### The metal 1 layer, run 1

Drawn at 4 px/µm. Cells faint in the background.
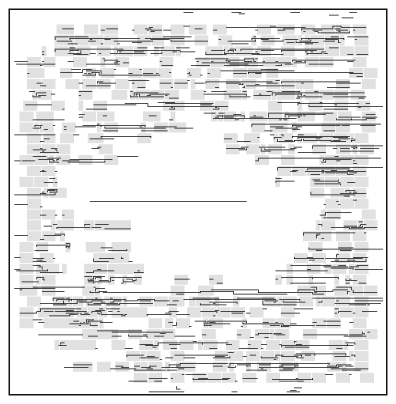
### Clock wires, drivers and flops, run 1

Drawn at 6 px/µm.
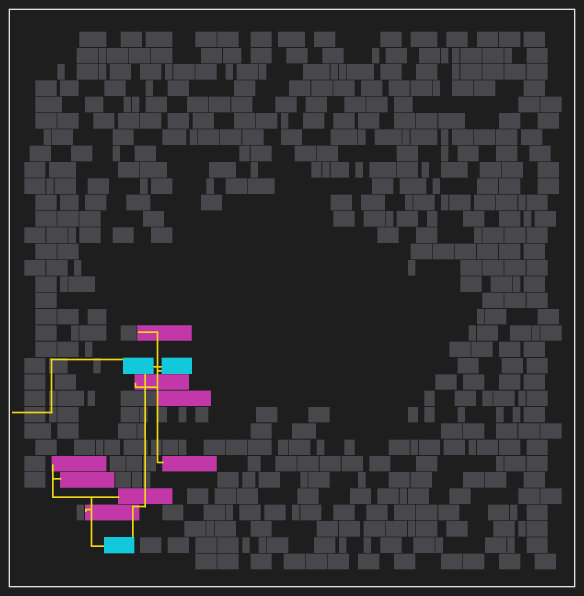
### Cell classes on the final placement, run 1

Drawn at 4 px/µm. Fill, decap, tap and diode cells in gray.
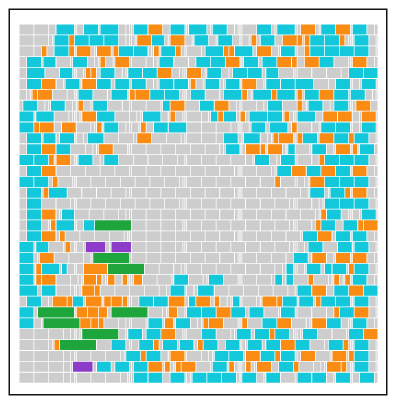
### Clock nets, run 1

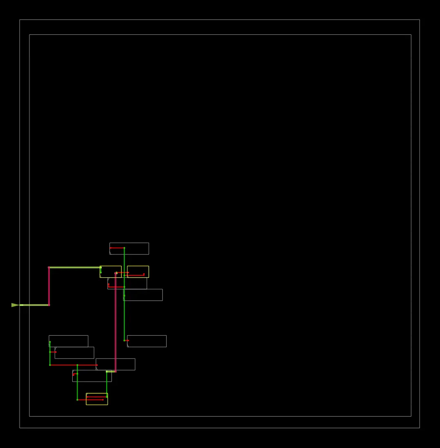
`src/rtl/trn_tx_arb_if.sv`:
```
// TRN tx bundle between the DMA engines, the arbiter and the endpoint core.
// slave: arbiter view; master: the requester/endpoint side that drives it.
interface trn_tx_arb_if #(
  parameter int NREQ = 2
);
  logic [NREQ-1:0]    req_ep;
  logic [NREQ-1:0]    drv_ep;
  logic [NREQ-1:0]    my_trn;
  logic [NREQ*64-1:0] r_trn_td;
  logic [NREQ*8-1:0]  r_trn_trem_n;
  logic [NREQ-1:0]    r_trn_tsof_n;
  logic [NREQ-1:0]    r_trn_teof_n;
  logic [NREQ-1:0]    r_trn_tsrc_rdy_n;
  logic [NREQ-1:0]    r_trn_tdst_rdy_n;
  logic [63:0]        trn_td;
  logic [7:0]         trn_trem_n;
  logic               trn_tsof_n;
  logic               trn_teof_n;
  logic               trn_tsrc_rdy_n;
  logic               trn_tdst_rdy_n;

  modport slave (
    input  req_ep, drv_ep, r_trn_td, r_trn_trem_n, r_trn_tsof_n, r_trn_teof_n,
           r_trn_tsrc_rdy_n, trn_tdst_rdy_n,
    output my_trn, r_trn_tdst_rdy_n, trn_td, trn_trem_n, trn_tsof_n, trn_teof_n,
           trn_tsrc_rdy_n
  );

  modport master (
    output req_ep, drv_ep, r_trn_td, r_trn_trem_n, r_trn_tsof_n, r_trn_teof_n,
           r_trn_tsrc_rdy_n, trn_tdst_rdy_n,
    input  my_trn, r_trn_tdst_rdy_n, trn_td, trn_trem_n, trn_tsof_n, trn_teof_n,
           trn_tsrc_rdy_n
  );
endinterface

```
`src/rtl/trn_tx_arb.sv`:
```
// Round-robin owner arbiter for the TRN tx port: grant 1 clk after req, held while req|drv, one dead cycle on release.
// Endpoint dst_rdy reaches only the owner; defining TRN_ARB_WDOG_EN adds the idle-hold watchdog revoke.
module trn_tx_arb #(
  parameter int NREQ     = 2,
  parameter int IW       = (NREQ > 2) ? 2 : 1,
  parameter int WDOG_MAX = 1024
) (
  input  logic          clk,
  input  logic          rst_n,
  trn_tx_arb_if.slave   bus,
  output logic [IW-1:0] gnt_id,
  output logic          proto_err,
  output logic          wdog_to
);

  typedef enum logic [1:0] {ST_IDLE, ST_GRANT, ST_RELEASE} state_t;

  state_t          state_q, state_d;
  logic [NREQ-1:0] my_trn_q, my_trn_d;
  logic [IW-1:0]   gnt_q, gnt_d;
  logic [IW-1:0]   rr_q, rr_d;
  logic [IW-1:0]   sel;
  logic            perr_q, perr_d;
  logic            wto_q, wto_d;
  logic            any_req;
  logic            own_req;
  logic            own_drv;
  logic            wdog_hit;

  if (NREQ < 2 || NREQ > 4 || IW < 1 || WDOG_MAX < 2) begin : g_bad_param
    $error("trn_tx_arb: unsupported parameter set");
  end

  function automatic logic [IW-1:0] next_idx(input logic [IW-1:0] v);
    if (v == IW'(NREQ - 1)) return '0;
    return v + 1'b1;
  endfunction

  assign own_req = bus.req_ep[gnt_q];
  assign own_drv = bus.drv_ep[gnt_q];

  // First requester at or after the round-robin pointer, wrapping.
  always_comb begin : rr_pick
    logic [IW-1:0] idx;
    any_req = 1'b0;
    sel     = rr_q;
    idx     = rr_q;
    for (int k = 0; k < NREQ; k++) begin
      if (!any_req && bus.req_ep[idx]) begin
        any_req = 1'b1;
        sel     = idx;
      end
      idx = next_idx(idx);
    end
  end

`ifdef TRN_ARB_WDOG_EN
  localparam int CW = (WDOG_MAX > 2) ? $clog2(WDOG_MAX) : 1;

  logic [CW-1:0] wcnt_q, wcnt_d;

  assign wdog_hit = (wcnt_q == CW'(WDOG_MAX - 1));
  assign wcnt_d   = (state_q == ST_GRANT && own_req && !own_drv && !wdog_hit) ?
                    wcnt_q + 1'b1 : '0;

  always_ff @(posedge clk or negedge rst_n) begin
    if (!rst_n) wcnt_q <= '0;
    else        wcnt_q <= wcnt_d;
  end
`else
  assign wdog_hit = 1'b0;
`endif

  always_comb begin
    state_d  = state_q;
    my_trn_d = my_trn_q;
    gnt_d    = gnt_q;
    rr_d     = rr_q;
    wto_d    = 1'b0;
    perr_d   = perr_q | (|(bus.drv_ep & ~my_trn_q));
    case (state_q)
      ST_IDLE: begin
        if (any_req) begin
          my_trn_d = NREQ'(1) << sel;
          gnt_d    = sel;
          state_d  = ST_GRANT;
        end
      end
      ST_GRANT: begin
        // A TLP in flight (drv high) always keeps the grant, watchdog or not.
        if ((!own_req || wdog_hit) && !own_drv) begin
          my_trn_d = '0;
          rr_d     = next_idx(gnt_q);
          wto_d    = own_req;
          state_d  = ST_RELEASE;
        end
      end
      ST_RELEASE: state_d = ST_IDLE;
      default:    state_d = ST_IDLE;
    endcase
  end

  always_ff @(posedge clk or negedge rst_n) begin
    if (!rst_n) begin
      state_q  <= ST_IDLE;
      my_trn_q <= '0;
      gnt_q    <= '0;
      rr_q     <= '0;
      perr_q   <= 1'b0;
      wto_q    <= 1'b0;
    end else begin
      state_q  <= state_d;
      my_trn_q <= my_trn_d;
      gnt_q    <= gnt_d;
      rr_q     <= rr_d;
      perr_q   <= perr_d;
      wto_q    <= wto_d;
    end
  end

  always_comb begin
    bus.trn_td         = '0;
    bus.trn_trem_n     = 8'hFF;
    bus.trn_tsof_n     = 1'b1;
    bus.trn_teof_n     = 1'b1;
    bus.trn_tsrc_rdy_n = 1'b1;
    if (|my_trn_q) begin
      for (int i = 0; i < NREQ; i++) begin
        if (gnt_q == IW'(i)) begin
          bus.trn_td         = bus.r_trn_td[64*i +: 64];
          bus.trn_trem_n     = bus.r_trn_trem_n[8*i +: 8];
          bus.trn_tsof_n     = bus.r_trn_tsof_n[i];
          bus.trn_teof_n     = bus.r_trn_teof_n[i];
          bus.trn_tsrc_rdy_n = bus.r_trn_tsrc_rdy_n[i];
        end
      end
    end
  end

  assign bus.r_trn_tdst_rdy_n = {NREQ{bus.trn_tdst_rdy_n}} | ~my_trn_q;
  assign bus.my_trn           = my_trn_q;
  assign gnt_id               = gnt_q;
  assign proto_err            = perr_q;
  assign wdog_to              = wto_q;

endmodule

```
`src/flat_wrapper.sv`:
```
// flat-port wrapper written by rule: the top's interface ports become plain ports
module trn_tx_arb_flat 
#(
  parameter int NREQ     = 2,
  parameter int IW       = (NREQ > 2) ? 2 : 1,
  parameter int WDOG_MAX = 1024
)
  (clk, rst_n, gnt_id, proto_err, wdog_to, bus_req_ep, bus_drv_ep, bus_r_trn_td, bus_r_trn_trem_n, bus_r_trn_tsof_n, bus_r_trn_teof_n, bus_r_trn_tsrc_rdy_n, bus_trn_tdst_rdy_n, bus_my_trn, bus_r_trn_tdst_rdy_n, bus_trn_td, bus_trn_trem_n, bus_trn_tsof_n, bus_trn_teof_n, bus_trn_tsrc_rdy_n);
  trn_tx_arb_if #(.NREQ(NREQ)) bus_i ();
  input  logic clk;
  input  logic rst_n;
  output logic [IW-1:0] gnt_id;
  output logic proto_err;
  output logic wdog_to;
  input wire logic [$bits(bus_i.req_ep)-1:0] bus_req_ep;
  input wire logic [$bits(bus_i.drv_ep)-1:0] bus_drv_ep;
  input wire logic [$bits(bus_i.r_trn_td)-1:0] bus_r_trn_td;
  input wire logic [$bits(bus_i.r_trn_trem_n)-1:0] bus_r_trn_trem_n;
  input wire logic [$bits(bus_i.r_trn_tsof_n)-1:0] bus_r_trn_tsof_n;
  input wire logic [$bits(bus_i.r_trn_teof_n)-1:0] bus_r_trn_teof_n;
  input wire logic [$bits(bus_i.r_trn_tsrc_rdy_n)-1:0] bus_r_trn_tsrc_rdy_n;
  input wire logic [$bits(bus_i.trn_tdst_rdy_n)-1:0] bus_trn_tdst_rdy_n;
  output wire logic [$bits(bus_i.my_trn)-1:0] bus_my_trn;
  output wire logic [$bits(bus_i.r_trn_tdst_rdy_n)-1:0] bus_r_trn_tdst_rdy_n;
  output wire logic [$bits(bus_i.trn_td)-1:0] bus_trn_td;
  output wire logic [$bits(bus_i.trn_trem_n)-1:0] bus_trn_trem_n;
  output wire logic [$bits(bus_i.trn_tsof_n)-1:0] bus_trn_tsof_n;
  output wire logic [$bits(bus_i.trn_teof_n)-1:0] bus_trn_teof_n;
  output wire logic [$bits(bus_i.trn_tsrc_rdy_n)-1:0] bus_trn_tsrc_rdy_n;
  assign bus_i.req_ep = bus_req_ep;
  assign bus_i.drv_ep = bus_drv_ep;
  assign bus_i.r_trn_td = bus_r_trn_td;
  assign bus_i.r_trn_trem_n = bus_r_trn_trem_n;
  assign bus_i.r_trn_tsof_n = bus_r_trn_tsof_n;
  assign bus_i.r_trn_teof_n = bus_r_trn_teof_n;
  assign bus_i.r_trn_tsrc_rdy_n = bus_r_trn_tsrc_rdy_n;
  assign bus_i.trn_tdst_rdy_n = bus_trn_tdst_rdy_n;
  assign bus_my_trn = bus_i.my_trn;
  assign bus_r_trn_tdst_rdy_n = bus_i.r_trn_tdst_rdy_n;
  assign bus_trn_td = bus_i.trn_td;
  assign bus_trn_trem_n = bus_i.trn_trem_n;
  assign bus_trn_tsof_n = bus_i.trn_tsof_n;
  assign bus_trn_teof_n = bus_i.trn_teof_n;
  assign bus_trn_tsrc_rdy_n = bus_i.trn_tsrc_rdy_n;
  trn_tx_arb #(.NREQ(NREQ), .IW(IW), .WDOG_MAX(WDOG_MAX)) u_core (.clk(clk), .rst_n(rst_n), .bus(bus_i), .gnt_id(gnt_id), .proto_err(proto_err), .wdog_to(wdog_to));
endmodule
```
`config.mk`:
```
export PLATFORM = sky130hd
export DESIGN_NAME = trn_tx_arb_flat
export DESIGN_NICKNAME = d
export VERILOG_FILES = /design/src/rtl/trn_tx_arb_if.sv /design/src/rtl/trn_tx_arb.sv /design/src/flat_wrapper.sv
export SDC_FILE = /design/constraint.sdc
export NUM_CORES = 1
export LEC_CHECK = 0
export CORE_AREA = 2 2 92 94
export DETAILED_ROUTE_END_ITERATION = 8
export DIE_AREA = 0 0 94 96
export GPL_TIMING_DRIVEN = 0
export PLACE_DENSITY = 0.7
export SLEW_MARGIN = 20
export SYNTH_ARGS = -nofsm -noshare
export SYNTH_HDL_FRONTEND = slang
export SYNTH_SLANG_ARGS = --single-unit
export TNS_END_PERCENT = 20
```
`constraint.sdc`:
```
create_clock -name clk -period 2.3 [get_ports clk]
set_clock_uncertainty 0.05 [all_clocks]
set_input_delay 0.23 -clock clk [delete_from_list [all_inputs] [get_ports clk]]
set_output_delay 0.23 -clock clk [all_outputs]
set_load 0.02 [all_outputs]
```
==> flow_summary_export.csv, run 1 <==
group,metric,value,unit
clock_tree,htreeDepth,1,
pwr,power-top-group,"combinational cells",
pwr,ir_drop,0.5295,mV
logic_synthesis,syn_nets,355,
flow_run,warnings,28,
pwr,p_per_area,1091,nW/µm²
final_layout,final_cell_count_no_fill,544,
pwr,p_sw_share,49.67,%
critical_path,arrival,1.94,ns
critical_path,worst_r2r_path_depth,4,
final_layout,logic_area,1187,µm²
place,gp_congestion,0.8264,
logic_synthesis,ys_ff,8,
final_layout,regArea,200.2,µm²
die,io_pins,239,
global_route,grtUsageTotal,15.73,%
critical_path,crit_fanout,10,
logic_synthesis,synthSimpleGateAreaFrac,23.77,%
place,port_buffers,238,
logic_synthesis,yosys_area,1474,µm²
place,post-place-ws,-0.1543,ns
flow_run,maxCapViolCount,0,
critical_path,worstPathRequired,2.02,ns
die,die-area,9024,µm²
place,dp_hpwl,6.942,mm
clock_tree,hold_buffers,0,
drt,drtIter0Drc,17,
logic_synthesis,largest_area_cell,"mux2i_1",
critical_path,cp_top_family,"buffers and inverters",
logic_synthesis,ys.warnings.count,0,
drt,drcViolationCount,0,
place,postPlaceCellArea,3988,µm²
logic_synthesis,ys_sh_xor,0,%
final_timing,hold_violations,0,
critical_path,endpoint_kind,"primary output",
logic_synthesis,avgSynthCellArea,7.444,µm²
logic_synthesis,async_flop_share,100.0,%
drt,drt_pass1_iterations,4,
final_timing,fin_crit_sh,96.60,%
pwr,seq_cell_power,237,µW
drt,vias_per_cell,4.239,
logic_synthesis,syn-cell-area,1474,µm²
critical_path,critPathSlowestCell,"clkdlybuf4s50_1",
final_layout,drive_above_1_share,4.784,%
pwr,p_total,4477,µW
clock_tree,cts_setup_buffers,0,
critical_path,start_kind,"flip-flop",
clock_tree,cts_inserted_buffers,3,
critical_path,critPathBufInv,4,
critical_path,crit_top_cell,"buf_6",
global_route,grt_pass1_vias,2183,
logic_synthesis,synthCells,198,
global_route,overflow,0,
logic_synthesis,ys.flop_type,"dfrtp_1",
final_timing,max_freq,0.4501,GHz
drt,post_drt_wl_per_cell,14.72,µm
logic_synthesis,post-synth-top-count-cell,"mux2i_1",
global_route,grt_max_degree,11,
run_status,status,"finished, final reports clean",
final_layout,n_fill_cell,773,
final_timing,rsz0062_at_grt,"yes",
critical_path,cpPeakStageDelay,0.61,ns
final_timing,whs,0.2293,ns
die,chipWidth,94,µm
logic_synthesis,compound_area_share,5.093,%
worst_hold_path,hold_path_class,"primary input to asynchronous set/reset pin",
place,numPlacedInstances,541,
drt,ant_nets,0,
logic_synthesis,synth_cell_types,21,
final_timing,setup_slack,0.07818,ns
clock_tree,cts_resized,18,
critical_path,path_depth,6,
clock_tree,clk_pin_slew,0.04,ns
logic_synthesis,synth_seq_share,13.58,%
clock_tree,cts_tree,"done",
final_timing,setup-violations-final,0,
die,floorplan.core_util,18.31,%
die,die_h,96,µm
final_layout,finalNetCount,598,
critical_path,cp_cell_sequence,"buf_4 > buf_6 > buf_6 > mux2i_1 > nor2_1 > clkdlybuf4s50_1",
logic_synthesis,edf_count,0,
pwr,p_leak,0.002105,µW
clock_tree,cts_root_buf,"clkbuf_8",
final_layout,n_antenna_cell,0,
logic_synthesis,top_cell_area_share,50.93,%
final_layout,syn_to_final_growth,178.4,%
logic_synthesis,ys_sh_mux,50.93,%
final_timing,drv_slew,0,
logic_synthesis,fa_ha_area_share,0,%
final_timing,setup_tns,0,ns
pwr,p_int,2253,µW
final_timing,period_minus_slack,2.222,ns
logic_synthesis,top_logic_kind,"multiplexers",
critical_path,critPathKind,"flip-flop to primary output",
logic_synthesis,area_leaders,"mux2i_1 (51%), nor2_1 (17%), dfrtp_1 (14%)",
global_route,grt_pass1_wl,11.28,mm
pwr,powerComb,4070,µW
global_route,antenna_found_initial,0,
pwr,combinationalPowerShare,91.0,%
pwr,power.switching,2224,µW
pwr,sequentialPowerShare,5.3,%
logic_synthesis,common_cells,"mux2i_1 (75), nor2_1 (66), nand2_1 (14), dfrtp_1 (8), clkbuf_1 (7)",
logic_synthesis,yosys_cells,198,
clock_tree,cts.path.max_buffers,2,
Back to the opening pictures, 'The metal 1 layer':
nets with wire on the layer: 509
wire length on this layer: 3060 µm
longest straight run: 39.1 µm
main direction: horizontal
total number of vias: 2306
met1 Usage GRT: 18.64%
final WL: 8.008 mm

Back to the opening pictures, 'Clock wires, drivers and flops':
[cyan] cells driving clock nets | count: 3
[yellow] clock wires | length: 136 µm
[magenta] flip-flops | count: 8
routed clock nets: 4
clock network power: 167 µW
clk_lat worst skew: 0.23 ns
power share of the clock group: 3.7%

Back to the opening pictures, 'Cell classes on the final placement':
[cyan] other buffers and delay cells | cells: 254 | share of their area: 64%
[purple] cells driving clock nets | cells: 3 | share of their area: 1.0%
[orange] all other logic | cells: 174 | share of their area: 30%
[green] flip-flops | cells: 8 | share of their area: 5.0%
sequential cell area share: 4.878%
row cnt: 33
area of the core: 8051 µm²
Layout Utilization: 50.97%
Finished Cell Area: 4104 µm²

Back to the opening pictures, 'Clock nets':
CTS sink cnt: 8
CLK BUF: 3

## run 1: per-layer routing
| metal | global-route usage (%) | part of all wire [%] |
|---|---|---|
| met5 | 0 | 0 |
| met3 | 4.150 | 9.9 |
| met4 | 3.986 | 1.9 |
| met1 | 18.64 | 38 |
| met2 | 28.21 | 50 |
## run 1: cell type report
class	count	area share (%)
Buffer	16	2.652
Clock buffer	3	1.006
Inverter	2	0.1829
Multi-Input combinational cell	172	28.93
Sequential cell	8	4.878
Tap cell	105	3.201
Timing Repair Buffer	238	59.15
## run 1: cells in the final DEF, fill, tap and decap left out, drive strengths merged
cell type	synthesis	final
clkdlybuf4s50	0	208
mux2i	75	75
nor2	66	66
dlymetal6s2s	0	22
nand2	14	14
clkbuf	7	10
buf	9	9
dlygate4sd2	0	8
dfrtp	8	8
nand2b	3	3
inv	2	2
o21ai	2	2
o21a	2	2
a221o	1	1
or3b	1	1
or3	1	1
a21oi	1	1
and3	1	1
a211oi	1	1
nand3	1	1
o22a	1	1
o31ai	1	1
conb	1	1
## run 1: final timing paths
kind / from / slack [ns] / end
max in group asynchronous: rst_n / 1.71 / u_core.proto_err$_DFF_PN0_
worst min register to register: u_core.proto_err$_DFF_PN0_ / 0.44 / u_core.proto_err$_DFF_PN0_
worst min-delay path: rst_n / 0.23 / u_core.bus.my_trn[1]$_DFFE_PN0P_
worst max-delay path: u_core.gnt_id$_DFFE_PN0P_ / 0.08 / bus_trn_td[53]
worst max register to register: u_core.gnt_id$_DFFE_PN0P_ / 0.88 / u_core.rr_q$_DFFE_PN0P_
min in group clk: u_core.proto_err$_DFF_PN0_ / 0.44 / u_core.proto_err$_DFF_PN0_
## Run 2: what changed since run 1
--- a/config.mk
+++ b/config.mk
@@ -8,9 +8,9 @@
 export CORE_AREA = 2 2 92 94
 export DETAILED_ROUTE_END_ITERATION = 8
 export DIE_AREA = 0 0 94 96
+export GPL_ROUTABILITY_DRIVEN = 0
 export GPL_TIMING_DRIVEN = 0
 export PLACE_DENSITY = 0.7
-export SLEW_MARGIN = 20
 export SYNTH_ARGS = -nofsm -noshare
 export SYNTH_HDL_FRONTEND = slang
 export SYNTH_SLANG_ARGS = --single-unit
### Clock wires, drivers and flops, run 2

Drawn at 6 px/µm.
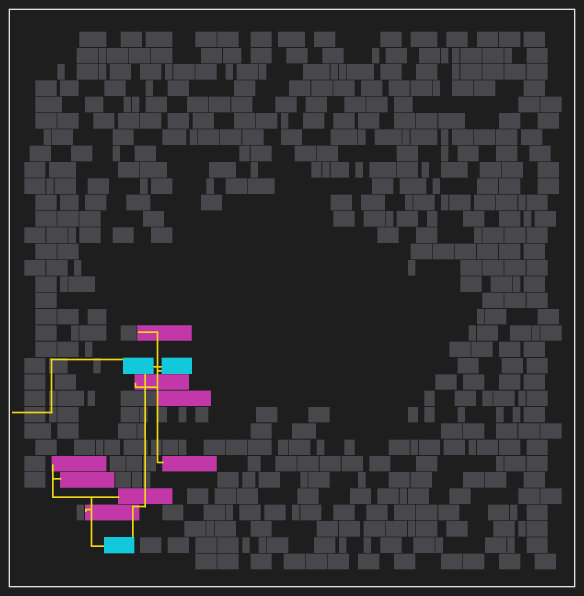

### Cell classes on the final placement, run 2

Drawn at 4 px/µm. Fill, decap, tap and diode cells in gray.
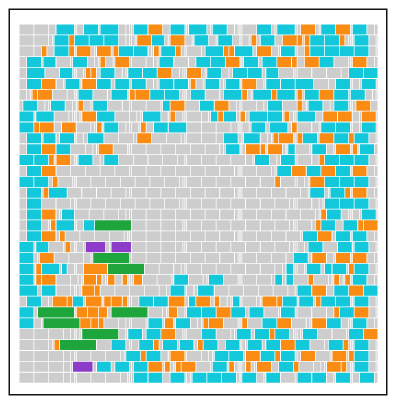
[purple] cells driving clock nets | cells: 3 | share of their area: 1.0%
[cyan] other buffers and delay cells | cells: 254 | share of their area: 64%
[orange] all other logic | cells: 174 | share of their area: 30%
[green] flip-flops | cells: 8 | share of their area: 5.0%

### The metal 1 layer, run 2

Drawn at 4 px/µm. Cells faint in the background.
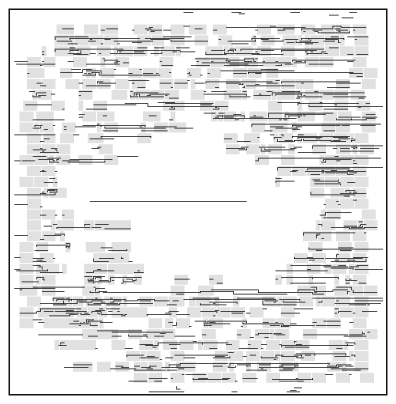
main direction: horizontal
nets with wire on the layer: 509
wire length on this layer: 3060 µm
share of all routed wire: 38%
longest straight run: 39.1 µm

==> run 2 against run 1 <==
Net effect:
- routed wire length unchanged
- clock power about the same
- synthesized cell count unchanged
- die area unchanged
- largest cell class unchanged
- total power unchanged
- final area unchanged
- critical path depth unchanged
- combinational power about the same
- register-to-register slack about the same
- area after synthesis unchanged
- sequential power about the same
==> flow_summary_export.csv, run 2 <==
group,metric,value,unit
final_layout,layout_top_cell,"clkdlybuf4s50_1",
final_timing,setup_slack,0.07818,ns
logic_synthesis,ys_sh_mux,50.93,%
worst_hold_path,hold_path_class,"primary input to asynchronous set/reset pin",
flow_run,warnings,28,
logic_synthesis,yosys_area,1474,µm²
critical_path,arrival,1.94,ns
clock_tree,clk_pin_slew,0.04,ns
logic_synthesis,synth_cell_types,21,
final_timing,max_freq,0.4501,GHz
logic_synthesis,post-synth-top-count-cell,"mux2i_1",
pwr,p_per_area,1091,nW/µm²
final_layout,final_cell_count_no_fill,544,
logic_synthesis,area_leaders,"mux2i_1 (51%), nor2_1 (17%), dfrtp_1 (14%)",
final_timing,rsz0062_at_grt,"yes",
critical_path,timing.rr.start,"u_core.gnt_id$_DFFE_PN0P_",
clock_tree,cts_setup_buffers,0,
logic_synthesis,top_cell_area_share,50.93,%
flow_run,maxCapViolCount,0,
global_route,overflow,0,
logic_synthesis,ys_ff,8,
die,die-area,9024,µm²
logic_synthesis,top_logic_kind,"multiplexers",
clock_tree,cts_inserted_buffers,3,
final_timing,whs,0.2293,ns
final_layout,final_core_util,50.97,%
critical_path,critPathSlowestCell,"clkdlybuf4s50_1",
clock_tree,cts.path.max_buffers,2,
logic_synthesis,synthSimpleGateAreaFrac,23.77,%
run_status,status,"finished, final reports clean",
logic_synthesis,ys.warnings.count,0,
logic_synthesis,async_flop_share,100.0,%
logic_synthesis,ys.flop_type,"dfrtp_1",
final_layout,n_antenna_cell,0,
clock_tree,htreeDepth,1,
drt,wl,8.008,mm
critical_path,worst_r2r_path_depth,4,
logic_synthesis,edf_count,0,
place,post-place-ws,-0.1543,ns
global_route,grtUsageTotal,15.73,%
final_timing,period_minus_slack,2.222,ns
die,die_h,96,µm
critical_path,r2r_slack,0.88,ns
final_layout,drive_above_1_share,4.784,%
logic_synthesis,synthCells,198,
drt,drt_pass1_iterations,4,
logic_synthesis,yosys_cells,198,
critical_path,start_kind,"flip-flop",
final_layout,final_area,4104,µm²
critical_path,cpPeakStageDelay,0.61,ns
critical_path,endpoint_kind,"primary output",
final_timing,setup_tns,0,ns
logic_synthesis,syn-cell-area,1474,µm²
drt,ant_nets,0,
final_timing,fin_crit_sh,96.60,%
global_route,grt_max_degree,11,
drt,drtIter0Drc,17,
critical_path,crit_top_cell,"buf_6",
place,dp_hpwl,6.942,mm
clock_tree,cts_root_buf,"clkbuf_8",
logic_synthesis,compound_area_share,5.093,%
final_layout,syn_to_final_growth,178.4,%
die,chipWidth,94,µm
global_route,antenna_found_initial,0,
logic_synthesis,synth_seq_share,13.58,%
final_timing,drv_slew,0,
pwr,ir_drop,0.5295,mV
drt,vias_per_cell,4.239,
critical_path,worstPathRequired,2.02,ns
place,port_buffers,238,
final_layout,layout_top_cells,"clkdlybuf4s50_1 (208), mux2i_1 (75), nor2_1 (65)",
final_layout,finalNetCount,598,
clock_tree,insertion_delay,0.23,ns
place,postPlaceCellArea,3988,µm²
logic_synthesis,syn_nets,355,
critical_path,crit_fanout,10,
logic_synthesis,avgSynthCellArea,7.444,µm²
logic_synthesis,ys_sh_xor,0,%
die,io_pins,239,
clock_tree,cts_tree,"done",
drt,post_drt_wl_per_cell,14.72,µm
logic_synthesis,fa_ha_area_share,0,%
pwr,p_total,4477,µW
[run 2: cell counts in the layout (fill, tap and decap cells not counted)]
No cell type changed its count.
[run 2: kinds of logic after synthesis]
logic type	after synthesis
AND-OR/OR-AND	9
buffers and inverters	18
flip-flops	8
multiplexers	75
other	1
AND/OR/NAND/NOR	87
[run 2: worst max path at each step]
stage	startpoint	to	depth (start not counted)
after CTS	u_core.gnt_id$_DFFE_PN0P_	bus_trn_teof_n	6
after floorplan	u_core.gnt_id$_DFFE_PN0P_	bus_trn_td[35]	5
after global placement	u_core.bus.my_trn[0]$_DFFE_PN0P_	bus_trn_td[27]	4
after detailed placement	u_core.bus.my_trn[1]$_DFFE_PN0P_	bus_trn_td[54]	4
after global routing	u_core.gnt_id$_DFFE_PN0P_	bus_trn_td[51]	6
final	u_core.gnt_id$_DFFE_PN0P_	bus_trn_td[53]	6
[run 2: timing repair]
action,CTS,global route
hold buffers,0,0
gates cloned,0,0
endpoints found under the hold margin,0,0
gates resized,18,25
setup endpoints to repair,71,27
[run 2: cell type report]
class	instances	area [µm²]
plain buffers	16	108.9
flip-flops and latches	8	200.2
inverters	2	7.507
repair buffers	238	2427
well taps	105	131.4
fillers	773	3948
multi-input cells	172	1187
clock buffers	3	41.29
[run 2: power by group]
group	internal, µW	leakage, µW	switching (µW)
combinational	1950	0.00199	2130
sequential	192	0.0000919	44.9
clock	113	0.0000216	53.6
total	2250	0.00211	2220
[run 2: per-layer routing]
layer	share of wire (%)	track usage, %	wire length, µm
met5	0	0	0
met4	1.9	3.986	154
met3	9.9	4.150	791
met2	50	28.21	4001
met1	38	18.64	3061
[run 2: critical path, delay by kind of cell (launching register included)]
family	cells	cell delay (ns)
multiplexers	1	0.12
AND/OR/NAND/NOR	1	0.10
buffers and inverters	4	1.10
flip-flops	1	0.38
### Cell density map, run 2

Drawn at 3 px/µm. The die is cut into 9 by 10 equal tiles; black is low, pale yellow is high, 0 to 100% covered.
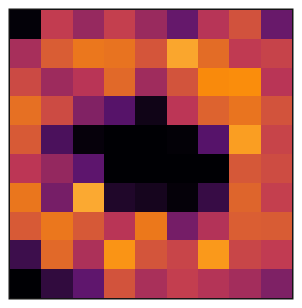

## Run 3: what changed since run 2
--- a/config.mk
+++ b/config.mk
@@ -5,9 +5,9 @@
 export SDC_FILE = /design/constraint.sdc
 export NUM_CORES = 1
 export LEC_CHECK = 0
-export CORE_AREA = 2 2 92 94
+export CORE_AREA = 3 3 93 95
 export DETAILED_ROUTE_END_ITERATION = 8
-export DIE_AREA = 0 0 94 96
+export DIE_AREA = 0 0 96 98
 export GPL_ROUTABILITY_DRIVEN = 0
 export GPL_TIMING_DRIVEN = 0
 export PLACE_DENSITY = 0.7
### Cell density map, run 3

Drawn at 3 px/µm. The die is cut into 10 by 10 equal tiles; black is low, pale yellow is high, 0 to 100% covered.
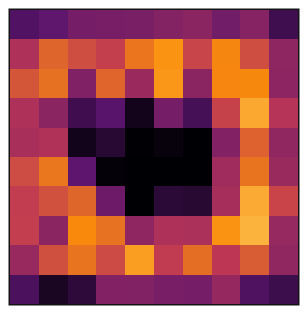
emptiest ninth of the die: center
tiles over 75% full: 7.0%
mean over tiles: 42%
Layout Utilization: 51.65%
area of the core: 7807 µm²
Starting Density: 18.88%

### Cell classes on the final placement, run 3

Drawn at 4 px/µm. Fill, decap, tap and diode cells in gray.
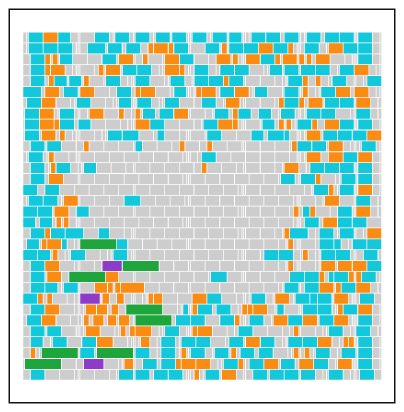
[green] flip-flops | cells: 8 | share of their area: 5.1%
[cyan] other buffers and delay cells | cells: 254 | share of their area: 63%
[purple] cells driving clock nets | cells: 3 | share of their area: 1.1%
[orange] all other logic | cells: 174 | share of their area: 31%
Finished Cell Area: 4033 µm²
row cnt: 32

==> run 3 against run 2 <==
Net effect:
- final area down 1.7%
- sequential share of layout area up 0.086 points
- die area up 4.3%
- routed wire length up 5.2%
- combinational power about the same
- fmax down 0.91%
- largest cell class unchanged
- synthesized cell count unchanged
- final cell count down 0.55%
- highest routed layer unchanged
- register-to-register slack better by 0.03 ns
- clock power about the same
- hold slack better by 0.0086 ns
- critical path type unchanged
- first-iteration DRC count up 120%
==> flow_summary_export.csv, run 3 <==
group,metric,value,unit
final_layout,finalNetCount,598,
worst_hold_path,hold_path_class,"primary input to asynchronous set/reset pin",
drt,wl_met2,4.126,mm
logic_synthesis,syn_nets,355,
final_timing,drv_slew,0,
clock_tree,cts_resized,30,
critical_path,arrival,1.96,ns
logic_synthesis,ys.flop_type,"dfrtp_1",
logic_synthesis,synthCells,198,
critical_path,cp_top_family,"buffers and inverters",
final_timing,period_minus_slack,2.242,ns
pwr,combinationalPowerShare,91.0,%
pwr,p_sw_share,50.80,%
logic_synthesis,area_leaders,"mux2i_1 (51%), nor2_1 (17%), dfrtp_1 (14%)",
final_timing,max_freq,0.4460,GHz
clock_tree,cts_root_buf,"clkbuf_8",
logic_synthesis,synth_cell_types,21,
clock_tree,cts_inserted_buffers,3,
pwr,p_leak,0.001923,µW
drt,wl_met1,3.069,mm
die,chipWidth,96,µm
clock_tree,hold_buffers,0,
flow_run,warnings,27,
global_route,grt_pass1_vias,2359,
pwr,ir_drop,0.5707,mV
final_timing,whs,0.2378,ns
critical_path,endpoint_kind,"primary output",
clock_tree,cts.path.max_buffers,2,
logic_synthesis,avgSynthCellArea,7.444,µm²
final_timing,rsz0062_at_grt,"yes",
global_route,grt_pass1_wl,12.09,mm
pwr,p_int,2185,µW
logic_synthesis,syn-cell-area,1474,µm²
global_route,overflow,0,
run_status,status,"finished, final reports clean",
global_route,grtUsageTotal,16.28,%
drt,drt_pass1_iterations,4,
logic_synthesis,common_cells,"mux2i_1 (75), nor2_1 (66), nand2_1 (14), dfrtp_1 (8), clkbuf_1 (7)",
critical_path,cp_cell_sequence,"nor2_4 > buf_1 > nor2_1 > clkdlybuf4s50_1",
drt,ant_nets,0,
pwr,p_total,4441,µW
global_route,antenna_found_initial,0,
global_route,use_met1,17.72,%
logic_synthesis,synth_seq_share,13.58,%
clock_tree,cts_sinks,8,
place,dp_hpwl,7.350,mm
flow_run,maxCapViolCount,0,
global_route,grt_max_degree,11,
drt,post_drt_wl_per_cell,15.57,µm
pwr,p_per_area,1101,nW/µm²
logic_synthesis,largest_area_cell,"mux2i_1",
clock_tree,cts_setup_buffers,0,
clock_tree,insertion_delay,0.23,ns
global_route,grt-busiest-layer,"met2",
clock_tree,htreeDepth,1,
final_timing,setup-violations-final,0,
final_layout,drive_above_1_share,4.100,%
drt,met3_length,1.159,mm
final_layout,n_fill_cell,780,
final_timing,hold_violations,0,
critical_path,worstPathRequired,2.02,ns
critical_path,crit_fanout,10,
final_layout,final_cell_count_no_fill,541,
drt,drcViolationCount,0,
logic_synthesis,post-synth-top-count-cell,"mux2i_1",
place,numPlacedInstances,538,
final_layout,layout_top_cells,"clkdlybuf4s50_1 (211), mux2i_1 (75), nor2_1 (65)",
final_layout,n_antenna_cell,0,
final_layout,layout_top_cell,"clkdlybuf4s50_1",
critical_path,start_kind,"flip-flop",
die,die-area,9408,µm²
drt,wl,8.421,mm
final_timing,fin_crit_sh,97.49,%
clock_tree,cts_tree,"done",
place,post-place-ws,-0.2193,ns
global_route,gr-usage-met3,5.778,%
final_timing,setup_slack,0.05778,ns
critical_path,critPathSlowestCell,"clkdlybuf4s50_1",
pwr,power.switching,2256,µW
logic_synthesis,ys_ff,8,
place,port_buffers,238,
logic_synthesis,ys.warnings.count,0,
final_timing,setup_tns,0,ns
critical_path,critPathBufInv,2,
logic_synthesis,top_cell_area_share,50.93,%
logic_synthesis,edf_count,0,
drt,vias_per_cell,4.266,
drt,drtIter0Drc,38,
### Clock wires, drivers and flops, run 3

Drawn at 6 px/µm.
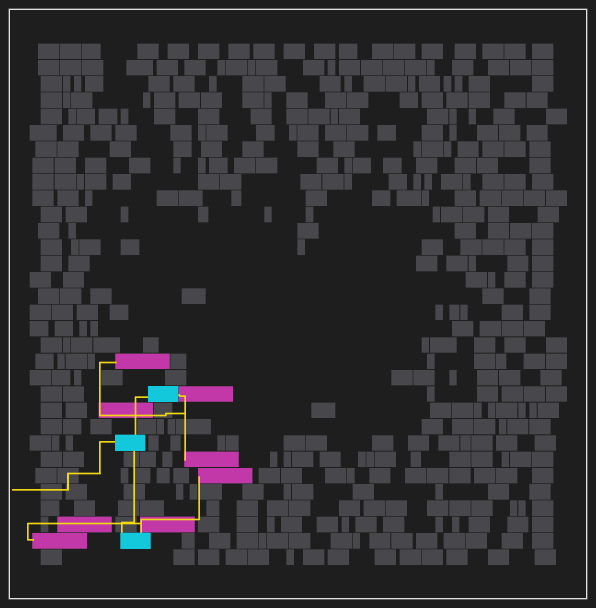
power share of the clock group: 3.8%
clock network power: 168 µW

## run 3: cell count changes in the layout (fill, tap and decap cells not counted)
cell,change
clkbuf_2,-3
clkbuf_1,+1
dlymetal6s2s_1,-18
clkdlybuf4s50_1,+3
dlygate4sd2_1,+15
buf_1,+2
## run 3: final cells by class
class	instances	area, µm²	area share, %
multi-input combinational	172	1187	29.44
timing repair buffer	238	2364	58.61
buffer	16	105.1	2.606
clock buffer	3	41.29	1.024
sequential	8	200.2	4.964
tap	102	127.6	3.165
inverter	2	7.507	0.1862
## run 3: kinds of logic (layout without fill, tap and decap cells)
family,count (synthesis),count (layout),synth area share (%)
simple gates,87,87,23.77
flops,8,8,13.58
buf+inv,18,259,6.367
other cells,1,1,0.2544
mux,75,75,50.93
compound gates,9,9,5.094
## run 3: power by group through the flow
stage / Combinational [µW] / Sequential, µW / Clock (µW)
after detailed placement: 4200 / 224 / 0
after global routing: 4320 / 234 / 178
final: 4040 / 230 / 168
after floorplan: 2210 / 254 / 0
after global placement: 4190 / 225 / 0
after CTS: 4100 / 231 / 173
## run 3: worst paths after layout
| path | start | end | slack [ns] | cells past startpoint |
|---|---|---|---|---|
| max in group asynchronous | rst_n | u_core.wdog_to$_DFF_PN0_ | 1.70 | 1 |
| hold / removal | rst_n | u_core.rr_q$_DFFE_PN0P_ | 0.24 | 1 |
| min in group clk | u_core.rr_q$_DFFE_PN0P_ | u_core.rr_q$_DFFE_PN0P_ | 0.44 | 1 |
| setup reg to reg | u_core.gnt_id$_DFFE_PN0P_ | u_core.rr_q$_DFFE_PN0P_ | 0.91 | 4 |
| hold reg to reg | u_core.rr_q$_DFFE_PN0P_ | u_core.rr_q$_DFFE_PN0P_ | 0.44 | 1 |
| setup / recovery | u_core.bus.my_trn[1]$_DFFE_PN0P_ | bus_trn_td[34] | 0.06 | 4 |
Power and IR drop assume default switching activity.
